[config.mk]
export PLATFORM = sky130hd
export DESIGN_NAME = cg_counter_mod
export DESIGN_NICKNAME = d
export VERILOG_FILES = /design/src/rtl/cg_counter_mod.sv
export SDC_FILE = /design/constraint.sdc
export NUM_CORES = 1
export LEC_CHECK = 0
export ABC_AREA = 1
export CAP_MARGIN = 20
export CORE_UTILIZATION = 65
export CTS_CLUSTER_DIAMETER = 30
export DETAILED_ROUTE_END_ITERATION = 6
export PLACE_DENSITY_LB_ADDON = 0.1
export SYNTH_ARGS = -nofsm -noshare
export SYNTH_HDL_FRONTEND = slang
export SYNTH_SLANG_ARGS = --single-unit
[constraint.sdc]
create_clock -name i_clk -period 14.4 [get_ports i_clk]
set_clock_uncertainty 0.15 [all_clocks]
set_input_delay 4.32 -clock i_clk [delete_from_list [all_inputs] [get_ports i_clk]]
set_output_delay 4.32 -clock i_clk [all_outputs]
set_load 0.05 [all_outputs]
[src/rtl/cg_counter_mod.sv]
// cg_counter_mod: modulo up/down counter with variable step, terminal-count pulse and sticky overflow.
// Saturation (i_sat) is built only when CG_COUNTER_SAT_EN is defined; otherwise the counter always wraps.
module cg_counter_mod #(
    parameter int DATA_WIDTH = 32,
    parameter int STEP_WIDTH = 8
) (
    input  logic                  i_clk,
    input  logic                  i_rstn,
    input  logic                  i_prst,
    input  logic                  i_stop,
    input  logic                  i_dir,
    input  logic [STEP_WIDTH-1:0] i_step,
    input  logic [DATA_WIDTH-1:0] i_default,
    input  logic [DATA_WIDTH-1:0] i_limit,
    input  logic                  i_sat,
    input  logic                  i_clr_ovf,
    output logic [DATA_WIDTH-1:0] o_count,
    output logic                  o_tc,
    output logic                  o_ovf,
    output logic                  o_zero
);
    localparam int XW = DATA_WIDTH + 1;

    logic [DATA_WIDTH-1:0] count_q, count_d;
    logic                  tc_q, tc_d, ovf_q, ovf_d;
    logic [XW-1:0]         cnt_x, stp_x, lim_x, mod_x, sum_x, dif_x;
    logic [XW-1:0]         up_raw, dn_raw, up_wrap, dn_wrap, up_ev, dn_ev, cnt_nx;
    logic                  step_nz, up_hit, dn_hit, event_w, cnt_en;

    // One extra bit keeps count+step and count+modulus free of overflow
    assign cnt_x   = {1'b0, count_q};
    assign stp_x   = XW'(i_step);
    assign lim_x   = {1'b0, i_limit};
    assign mod_x   = lim_x + XW'(1);
    assign sum_x   = cnt_x + stp_x;
    assign dif_x   = cnt_x - stp_x;
    assign up_raw  = sum_x - mod_x;
    assign dn_raw  = cnt_x + mod_x - stp_x;
    assign up_wrap = (up_raw > lim_x) ? '0 : up_raw;
    assign dn_wrap = (dn_raw > lim_x) ? '0 : dn_raw;

`ifdef CG_COUNTER_SAT_EN
    logic unused_w;
    assign up_ev    = i_sat ? lim_x : up_wrap;
    assign dn_ev    = i_sat ? '0 : dn_wrap;
    assign unused_w = cnt_nx[DATA_WIDTH];
`else
    logic unused_w;
    assign up_ev    = up_wrap;
    assign dn_ev    = dn_wrap;
    assign unused_w = cnt_nx[DATA_WIDTH] ^ i_sat;
`endif

    // A zero step never moves the count, so it can never raise an event
    assign step_nz = |i_step;
    assign up_hit  = step_nz & (sum_x > lim_x);
    assign dn_hit  = step_nz & (cnt_x < stp_x);
    assign event_w = i_dir ? dn_hit : up_hit;
    assign cnt_nx  = i_dir ? (dn_hit ? dn_ev : dif_x) : (up_hit ? up_ev : sum_x);
    assign cnt_en  = !i_prst && !i_stop;

    always_comb begin
        count_d = i_prst ? i_default : (cnt_en ? cnt_nx[DATA_WIDTH-1:0] : count_q);
        tc_d    = cnt_en & event_w;
        ovf_d   = i_prst ? ovf_q : ((cnt_en & event_w) | (ovf_q & ~i_clr_ovf));
    end

    always_ff @(posedge i_clk or negedge i_rstn) begin
        if (!i_rstn) begin
            count_q <= '0;
            tc_q    <= 1'b0;
            ovf_q   <= 1'b0;
        end else begin
            count_q <= count_d;
            tc_q    <= tc_d;
            ovf_q   <= ovf_d;
        end
    end

    assign o_count = count_q;
    assign o_tc    = tc_q;
    assign o_ovf   = ovf_q;
    assign o_zero  = (count_q == '0);
endmodule

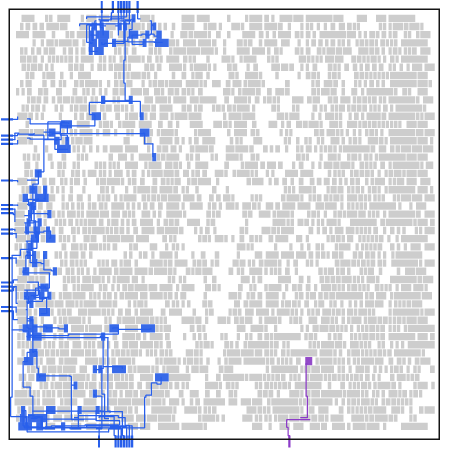
**Above:** nets reached from selected ports.
(3 px per µm)
[purple] o_zero | direction: output | edge: south | end cells: 1 | buffers: 1 | wire: 35.9 µm
[blue] i_limit | direction: input | edge: 16 west, 8 south, 8 north | end cells: 98 | buffers: 32 | wire: 1,380 µm
I/O Pins: 114
# port buffers: 112

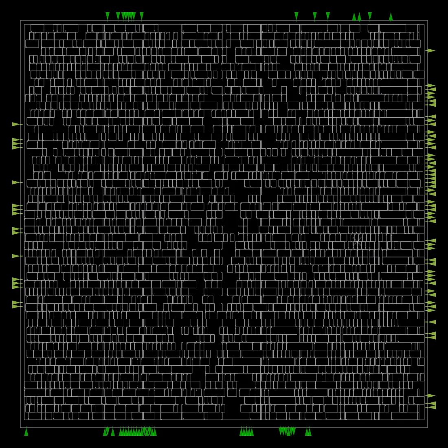
**Above:** placement view.
fill count: 1,762
Core Region: 19,500 µm²
n_taps: 265

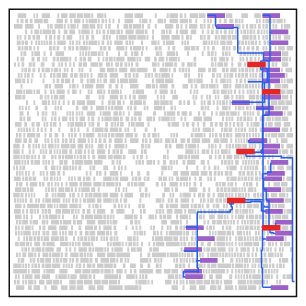
**Above:** clock distribution.
(2 px per µm)
[red] clock-net drivers | count: 5
[purple] flip-flops | count: 34
[blue] clock wires | length: 612 µm
routed clock nets: 6
clock network power share: 6.9%
Clock Power: 0.113 mW

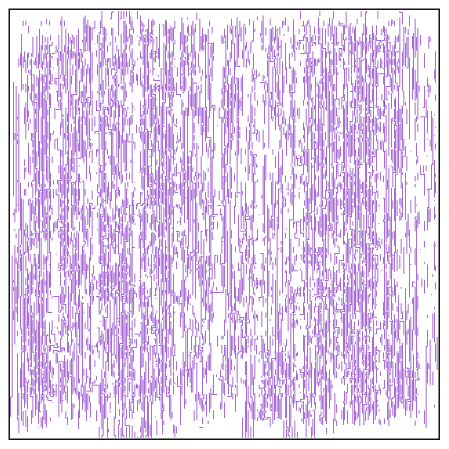
**Above:** the metal 2 layer.
(3 px per µm)
main direction: vertical
longest straight run: 49.3 µm
wire length on this layer: 19,800 µm
nets with wire on the layer: 2,174
M2 GR Usage: 71.0%
vias: 15,800
final WL: 49,100 µm

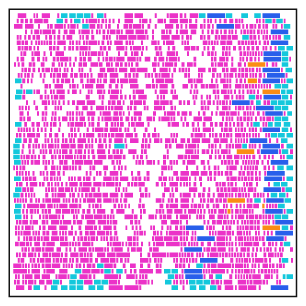
**Above:** cell classes on the final placement.
(2 px per µm)
[blue] registers | cells: 34 | share of their area: 6.1%
[cyan] remaining buffers and delay cells | cells: 118 | share of their area: 8.4%
[magenta] remaining logic cells | cells: 2,157 | share of their area: 85%
[orange] clock drivers and dummy loads | cells: 8 | share of their area: 1.1%
final core utilization: 73.6%
post-route cell area: 14,300 µm²
row cnt: 51
Seq/total area: 5.94%

==> impl_metrics.py <==
# Physical implementation metrics
metrics = {
    "status": {
        "violations": "design-rule violations",
        "outcome": "finished, violations left",
    },
    "yosys": {
        "topCellsByArea": "ha_1, nand2_1, inv_1",
        "syn_avg_cell_area_um2": 5.78,
        "ys_seq_share_pct": 6.60,
        "syn-cell-area_um2": 12900,
        "ys_area_um2": 12900,
        "netlist_instances": 2232,
        "yosys.area.top_type_share_pct": 19.1,
        "common_cells": "nand2_1, inv_1, ha_1",
        "most_common_cell": "nand2_1",
        "floorplan.nets": 2519,
        "ys_cells": 2232,
        "synth_cell_types": 52,
        "async_reset_ff_share_pct": 100,
        "yosys_warnings": 0,
        "yosysTopAreaCell": "ha_1",
        "flop_cell": "dfrtp_1",
        "edf_count": 0,
        "ys.flops": 34,
    },
    "critical_path": {
        "slowest_stage": "clkdlybuf4s50_1",
        "cp_top_family": "simple AND/OR/NAND/NOR gates",
        "rr_endpoint": "o_count[5]",
        "critical-path-max-stage-delay_ns": 0.88,
        "critPathCaptureType": "flip-flop",
        "startpoint": "i_limit[0]",
        "cp-endpoint": "o_count[28]",
        "critPathArrivalTime_ns": 12.07,
        "start_kind": "primary input",
        "worst-setup-path-type": "in2reg",
        "critPathMaxFanout": 11,
        "cp_common_cell": "nand2_1",
        "worst-path-stages": 30,
        "required_ns": 14.47,
        "r2r_slack_ns": 6.81,
        "r2r_start": "o_count[0]",
        "crit_buf_inv": 5,
        "rr_worst_depth": 38,
    },
    "sta": {
        "rsz0062_at_grt": "no",
        "tightestPinTransition_ns": 1.07,
        "fin_hold_ws_ns": 0.344,
        "fin_crit_sh_pct": 83.3,
        "drv_slew": 0,
        "finalHoldViolations": 0,
        "max_clock_freq_ghz": 0.0834,
        "min_period_ns": 11.99,
        "max_slew_margin_pct": 28.5,
        "setup_viol_count_final": 0,
        "setup-tns-final_ns": 0,
        "layout_setup_ws_ns": 2.41,
    },
    "cells_and_area": {
        "logic_area_um2": 10200,
        "lay_top_count": "nand2_1",
        "n_antenna_cell": 0,
        "seq_area_um2": 851,
        "stdcell_count": 2582,
        "final_cell_mix": "nand2_1, inv_1, ha_1",
        "fin_nets": 2603,
        "drive_gt1_share_pct": 3.80,
        "area_growth_pct": 11.0,
    },
    "power_and_ir_drop": {
        "p_leak_nw": 7.70,
        "power_density_nw_per_um2": 115,
        "vdd_drop_max_v": 0.0000919,
        "power.total_mw": 1.64,
    },
    "drt": {
        "postRouteAntennaNets": 0,
        "routed_via_density": 6.10,
        "drc": 1,
        "wl_per_cell_um": 19.0,
        "drt_pass1_iterations": 7,
        "drtIter0Drc": 2147,
    },
    "global_route": {
        "grt_max_degree": 35,
        "grt_pass1_wl_um": 74300,
        "antenna_found_initial": 1,
        "grt_pass1_vias": 14200,
        "track_usage_pct": 47.8,
        "grt_overflow": 0,
    },
    "clocking": {
        "htree_num_levels": 2,
        "clock_path_buffers": 2,
        "cts_buffers": 5,
        "cts_root_buf": "clkbuf_16",
        "clock-sinks": 34,
        "clock_latency_ns": 0.29,
        "cts_resized": 0,
        "cts_tree": "done",
        "path_clk_slew_ns": 0.06,
        "hold_buffers": 0,
        "cts_setup_buffers": 0,
    },
    "placed_design": {
        "place_area_um2": 14200,
        "place_congestion": 1.05,
        "post-place-ws_ns": 2.52,
        "dp_hpwl_um": 41300,
        "dp_cells": 2573,
    },
    "floorplanning": {
        "die_w_um": 143,
        "fp.dieH_um": 143,
        "fp_util_pct": 66.3,
        "die_area_um2": 20400,
    },
    "worst_hold_path": {
        "worstHoldPathCells": 1,
        "hp-class": "reg2reg",
        "min_from": "o_ovf",
        "hold_end": "o_ovf",
    },
    "run": {
        "warnings": 35,
        "max-cap-violations": 0,
    },
}
==> area by class of cell <==
| cell class | instances | share of cell area, % |
|---|---|---|
| multi-input cells | 1734 | 71.5 |
| inverters | 423 | 11.1 |
| repair buffers | 118 | 8.16 |
| flip-flops and latches | 34 | 5.94 |
| well taps | 265 | 2.32 |
| clock buffers | 7 | 0.996 |
| clock inverters | 1 | 0.0350 |
==> where the power goes <==
part	internal, mW	switching (mW)	total [mW]	leakage [nW]
sequential	0.109	0.0310	0.140	0.415
combinational	0.458	0.932	1.39	7.22
clock	0.0687	0.0440	0.113	0.0739
total	0.635	1.01	1.64	7.70
==> logic make-up (layout without fill, tap and decap cells) <==
logic type / after synthesis / after routing / synth area share, %
xor gates and xnor gates: 107 / 107 / 7.32
AOI/OAI and AO/OA: 304 / 304 / 12.8
DFF: 34 / 34 / 6.60
and+or+nand+nor: 1115 / 1115 / 38.4
adders and majority gates: 208 / 208 / 20.8
buffers and inverters: 464 / 549 / 14.1
==> metal layers <==
| layer | up-vias | GRT usage (%) | wire, µm | share of wire (%) |
|---|---|---|---|---|
| met3 | 134 | 12.2 | 7660 | 16 |
| li1 | 7378 | - | - | - |
| met4 | 0 | 15.6 | 1490 | 3.0 |
| met1 | 7140 | 66.6 | 20100 | 41 |
| met2 | 1105 | 71.0 | 19800 | 40 |
| met5 | - | 0 | 0 | 0 |
==> worst register-to-register path: cells and delay by family (launching register included) <==
| kind | cells | cell delay [ns] |
|---|---|---|
| xor gates and xnor gates | 2 | 0.76 |
| AOI/OAI and AO/OA | 3 | 0.97 |
| DFF | 1 | 0.49 |
| and+or+nand+nor | 28 | 3.75 |
| buffers and inverters | 1 | 0.07 |
| adders and majority gates | 4 | 1.35 |
==> sequential cells by signal (all words and copies together), names as in the netlist <==
register,cells
o_tc,1
o_ovf,1
o_count,32
Power is estimated from default activity; no workload was simulated.
